clk_routes.png
Bar = 100 um.
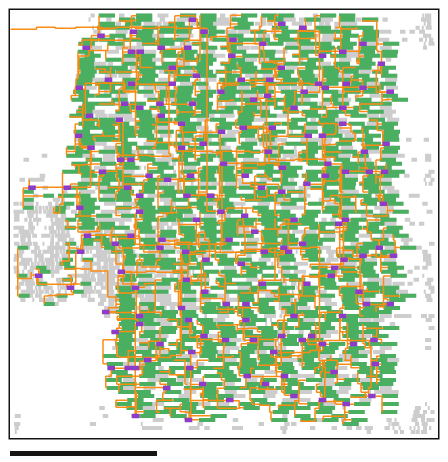
placement_by_type.png
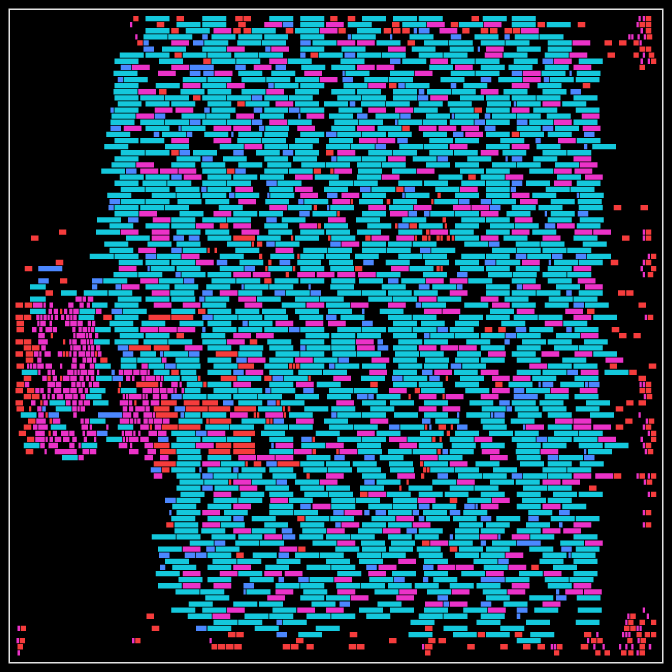
[config.mk]
export PLATFORM = sky130hd
export DESIGN_NAME = ins_fetch_ctrl
export DESIGN_NICKNAME = d
export VERILOG_FILES = /design/src/rtl/ins_fetch_ctrl.sv
export SDC_FILE = /design/constraint.sdc
export NUM_CORES = 1
export LEC_CHECK = 0
export CAP_MARGIN = 20
export CORE_MARGIN = 2
export CORE_UTILIZATION = 50
export CTS_BUF_LIST = sky130_fd_sc_hd__clkbuf_2 sky130_fd_sc_hd__clkbuf_4 sky130_fd_sc_hd__clkbuf_8
export DETAILED_ROUTE_END_ITERATION = 8
export GPL_TIMING_DRIVEN = 0
export PLACE_DENSITY = 0.71
export SLEW_MARGIN = 20
export SYNTH_ARGS = -nofsm -noshare
export SYNTH_HDL_FRONTEND = slang
export SYNTH_SLANG_ARGS = --single-unit
[constraint.sdc]
create_clock -name clk -period 6.7 [get_ports clk]
set_input_delay 1.34 -clock clk [delete_from_list [all_inputs] [get_ports clk]]
set_output_delay 1.34 -clock clk [all_outputs]
set_load 0.02 [all_outputs]
[src/rtl/ins_fetch_ctrl.sv]
// Instruction fetch controller: host-fed instruction FIFO plus a run FSM that issues
// ins_num words to the dispatcher. Optional perf counters built with INS_FETCH_PERF_EN.
//   state   | meaning
//   IDLE    | waiting for start; FIFO still accepts pushes
//   RUN     | issuing words, one accept per ins_ready pulse
//   DRAIN   | all words issued, waiting for working low 2 cycles
//   DONE    | single cycle before returning to IDLE
module ins_fetch_ctrl #(
  parameter int INST_W = 64,
  parameter int DEPTH  = 16
) (
  input  logic              clk,
  input  logic              rst,
  input  logic              wr_en,
  input  logic [INST_W-1:0] wr_data,
  output logic              wr_full,
  input  logic              start,
  input  logic [15:0]       ins_num,
  output logic              busy,
  output logic              done,
  output logic              err_ovf,
  output logic              ins_valid,
  input  logic              ins_ready,
  output logic [INST_W-1:0] ins,
  input  logic              working,
  output logic [31:0]       perf_cycles,
  output logic [31:0]       perf_stall
);

  localparam int AW = $clog2(DEPTH);
  localparam logic [AW:0] PTR_ONE = {{AW{1'b0}}, 1'b1};

  localparam logic [1:0] S_IDLE  = 2'd0;
  localparam logic [1:0] S_RUN   = 2'd1;
  localparam logic [1:0] S_DRAIN = 2'd2;
  localparam logic [1:0] S_DONE  = 2'd3;

  logic [INST_W-1:0] r_mem [DEPTH];
  logic [AW:0]       r_wptr;
  logic [AW:0]       r_rptr;
  logic [1:0]        r_state;
  logic [15:0]       r_remaining;
  logic [1:0]        r_drain_cnt;
  logic              r_ins_valid;
  logic              r_done;
  logic              r_err_ovf;

  logic w_empty;
  logic w_full;
  logic w_push;
  logic w_pop;
  logic w_start_ok;

  assign w_empty    = (r_wptr == r_rptr);
  assign w_full     = (r_wptr[AW] != r_rptr[AW]) && (r_wptr[AW-1:0] == r_rptr[AW-1:0]);
  assign w_push     = wr_en && !w_full;
  assign w_pop      = (r_state == S_RUN) && r_ins_valid && ins_ready;
  assign w_start_ok = start && (r_state == S_IDLE);

  assign wr_full   = w_full;
  assign busy      = (r_state == S_RUN) || (r_state == S_DRAIN);
  assign done      = r_done;
  assign err_ovf   = r_err_ovf;
  assign ins_valid = r_ins_valid && !ins_ready;
  assign ins       = r_mem[r_rptr[AW-1:0]];

  always_ff @(posedge clk) begin
    if (w_push) r_mem[r_wptr[AW-1:0]] <= wr_data;
  end

  always_ff @(posedge clk) begin
    if (rst) begin
      r_wptr <= '0;
      r_rptr <= '0;
    end else begin
      if (w_push) r_wptr <= r_wptr + PTR_ONE;
      if (w_pop)  r_rptr <= r_rptr + PTR_ONE;
    end
  end

  always_ff @(posedge clk) begin
    if (rst)                     r_err_ovf <= 1'b0;
    else if (w_start_ok)         r_err_ovf <= 1'b0;
    else if (wr_en && w_full)    r_err_ovf <= 1'b1;
  end

  // Valid re-arms only from the registered empty flag, so every pop leaves a gap cycle.
  always_ff @(posedge clk) begin
    if (rst) begin
      r_state     <= S_IDLE;
      r_remaining <= '0;
      r_drain_cnt <= '0;
      r_ins_valid <= 1'b0;
      r_done      <= 1'b0;
    end else begin
      r_done <= (r_state == S_DONE);
      case (r_state)
        S_IDLE: begin
          if (start) begin
            r_remaining <= ins_num;
            r_state     <= (ins_num == 16'd0) ? S_DONE : S_RUN;
          end
        end
        S_RUN: begin
          if (w_pop) begin
            r_ins_valid <= 1'b0;
            r_remaining <= r_remaining - 16'd1;
            if (r_remaining == 16'd1) begin
              r_state     <= S_DRAIN;
              r_drain_cnt <= 2'd2;
            end
          end else if (!r_ins_valid && !w_empty) begin
            r_ins_valid <= 1'b1;
          end
        end
        S_DRAIN: begin
          if (working)                  r_drain_cnt <= 2'd2;
          else if (r_drain_cnt == 2'd1) r_state     <= S_DONE;
          else                          r_drain_cnt <= r_drain_cnt - 2'd1;
        end
        S_DONE:  r_state <= S_IDLE;
        default: r_state <= S_IDLE;
      endcase
    end
  end

`ifdef INS_FETCH_PERF_EN
  logic [31:0] r_perf_cycles;
  logic [31:0] r_perf_stall;

  always_ff @(posedge clk) begin
    if (rst || w_start_ok) begin
      r_perf_cycles <= '0;
      r_perf_stall  <= '0;
    end else begin
      if (busy && (r_perf_cycles != 32'hFFFF_FFFF))
        r_perf_cycles <= r_perf_cycles + 32'd1;
      if ((r_state == S_RUN) && r_ins_valid && !ins_ready && (r_perf_stall != 32'hFFFF_FFFF))
        r_perf_stall <= r_perf_stall + 32'd1;
    end
  end

  assign perf_cycles = r_perf_cycles;
  assign perf_stall  = r_perf_stall;
`else
  assign perf_cycles = 32'd0;
  assign perf_stall  = 32'd0;
`endif

endmodule

==> flow_summary.json <==
{
  "topCellsByArea": "edfxtp_1, mux4_2, dfxtp_1, buf_4, clkbuf_1",
  "wl_met3_mm": 7.30,
  "wirelength_met1_mm": 36.7,
  "grt_util_met2_pct": 36.9,
  "clk_path_buf_depth": 3,
  "logic_area_um2": 9030,
  "yosysWarningCount": 0,
  "ys_ff": 1061,
  "clock_buffers": 221,
  "p_int_mw": 10.7,
  "instances_no_fill": 3378,
  "pg_clk_mw": 5.30,
  "drt_iter0_markers": 2297,
  "cp.buffers_inverters": 4,
  "power_leader": "registers",
  "critical_path_peak_fanout": 10,
  "ctsResizeCount": 0,
  "ys_cells": 1772,
  "ys_seq_share_pct": 76.6,
  "top_layer": "met5",
  "min_to": "r_remaining[9]",
  "ant_nets": 0,
  "buf_share_pct": 6.48,
  "wl_met2_mm": 47.6,
  "p_sw_mw": 3.17,
  "edf_count": 1024,
  "clkCellAreaFrac_pct": 6.71,
  "ys_area_um2": 41100,
  "criticalPathCategory": "reg2out",
  "setup_slack_ns": 1.12,
  "io_buffers": 153,
  "numClockSinks": 1061,
  "outcome": "finished clean",
  "clk_pin_slew_ns": 0.06,
  "drv_slew": 0,
  "endpoint": "ins[63]",
  "cts-root-buf": "clkbuf_8",
  "place_congestion": 0.882,
  "synthXorXnorAreaFrac_pct": 0.192,
  "r2r-start": "r_wptr[2]",
  "p_seq_share_pct": 53.7,
  "wl_per_cell_um": 27.6,
  "postCtsHoldBufs": 0,
  "pre_cts_ws_ns": 1.98,
  "gr-usage-met1_pct": 30.1,
  "setup_viol": 0,
  "regArea_um2": 31500,
  "cp.arrival_ns": 4.24,
  "holdPathStages": 2,
  "dr.pass1.iters": 5,
  "logic_gates": 609,
  "netlist_area_um2": 41100,
  "nNetsFinal": 2284,
  "drive_gt1_share_pct": 31.7,
  "start_kind": "register",
  "cp.depth": 6,
  "grt_pass1_wl_mm": 136,
  "ir_drop_mv": 0.219,
  "period_used_pct": 83.3,
  "syn_to_final_growth_pct": 17.4,
  "hold_path_class": "reg2reg",
  "drt-total-wl_mm": 93.3,
  "cts_buffers": 165,
  "seq_share_pct": 65.2,
  "grt_max_degree": 37,
  "most-common-layout-cells": "edfxtp_1, mux4_2, clkbuf_8",
  "rr_endpoint": "r_mem[2][36]",
  "finalCriticalPeriod_ns": 5.58,
  "swShare_pct": 22.8,
  "cp-end-kind": "primary output",
  "die.size.y_um": 291,
  "grt_pass1_vias": 20930,
  "async_flop_share_pct": 0,
  "finalPower_mw": 13.9
}
Back to the opening pictures, clk_routes.png:
Purple shows clock drivers, count 165. Orange shows clock wires, length 11600 um. Green shows flip-flops, count 1061.
There are 166 routed clock nets.
Clock power frac: 38.1%
clock skew: 0.0457 ns

Back to the opening pictures, placement_by_type.png:
Blue shows clock drivers and dummy loads, cells 288, share of their area 6.9%. Cyan shows flops, cells 1061, share of their area 67%. Red shows other buffers and delay cells, cells 336, share of their area 6.7%. Magenta shows combinational and other logic, cells 621, share of their area 19%.
final instance area: 48300 um2
CORE AREA: 81700 um2
post-layout util: 59.1%
Core Rows: 105

Power is estimated from default activity; no workload was simulated.
